**Nets reached from selected ports**

Scale: 3 px per um.
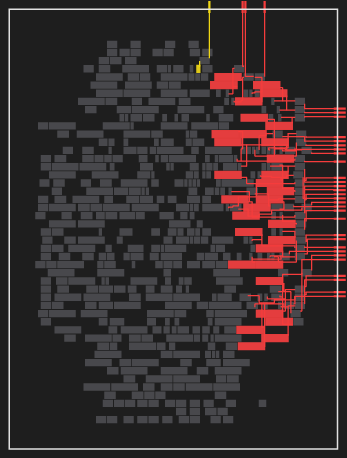
**The clock network**

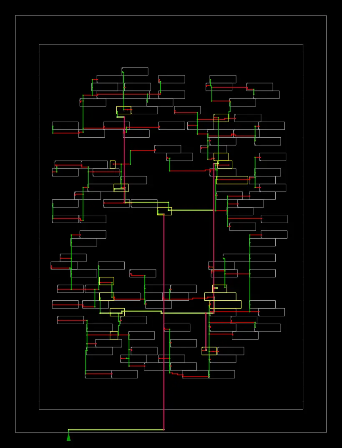
Design addsub_multiword_seq, sky130hd; sources not shown.
==> reports/metrics.csv <==
metric,value,unit
n_all_inverters,7,
most_common_cell,dfrtp_1,
worst_slew_pin_slew,0.873,ns
final_util,52.7,%
cts.clk_slew.worst_paths,0.09,ns
ys_ff,104,
hold_path_class,primary input to asynchronous set/reset pin,
status,"complete, no violations",
fmax,0.227,GHz
rsz0062_at_grt,no,
drt_first_pass_iters,5,
wire_per_inst,17.6,um
met1_length,4610,um
grt_first_pass_wirelength,18500,um
grt_use_met3,2.82,%
crit_fanout,18,
met3WireLength,576,um
simple_gate_share,7.58,%
fp_util,40.9,%
lay_top_cells,"dfrtp_1 (104), clkdlybuf4s50_1 (104), mux2_2 (53)",
ir_drop,0.356,mV
area_leaders,"dfrtp_1 (54%), mux2_2 (12%), mux2_1 (4.7%), nand2_1 (3.5%), o21ai_0 (2.8%)",
buffer_area_share,17.4,%
crit_chain,inv_1 -> ha_1 -> buf_4 -> nor2b_2 -> a221oi_2 -> o31ai_2 -> xor2_1 -> fa_1 -> inv_1 -> fa_1 -> nand2b_1 -> a21oi_1 -> nor2b_1 -> fa_1 -> xor2_1 -> and3_1 -> nor2_1 -> o21ai_0,
largestClassByArea,flip-flops and latches,
cts_root_buffer,clkbuf_8,
reg2reg_depth,18,
logic_family,multiplexers,
critPathMostFrequentCell,fa_1,
seq_area,2600,um2
Back to the opening pictures, 'nets reached from selected ports':
| color | port | direction | edge | end cells | buffers | wire |
|---|---|---|---|---|---|---|
| red | S | output | 29 right, 3 top | 32 | 32 | 1,010 um |
| yellow | valid_o | output | top | 1 | 1 | 17.7 um |
Buffers on Ports: 105
# IOs: 106

Back to the opening pictures, 'the clock network':
CTS buffer count: 9
clock buffer count: 11
flop count: 104

stage by stage:
stage	hold WS (ns)	std cells	worst slack, ns	total power, W
after floorplan	0.0844	391	2.00	0.00301
after detailed placement	0.270	624	1.38	0.00390
final	0.0464	640	1.39	0.00439
after global routing	0.0749	640	1.01	0.00478
after CTS	0.0524	640	1.36	0.00446
after global placement	0.263	624	1.46	0.00382
power breakdown:
group / total (W) / switching, W / internal, W / leakage [nW]
sequential: 0.00134 / 0.000243 / 0.00110 / 1.25
combinational: 0.00250 / 0.00133 / 0.00117 / 1.24
clock: 0.000546 / 0.000237 / 0.000309 / 0.126
total: 0.00439 / 0.00181 / 0.00258 / 2.61
Power is estimated from default activity; no workload was simulated.
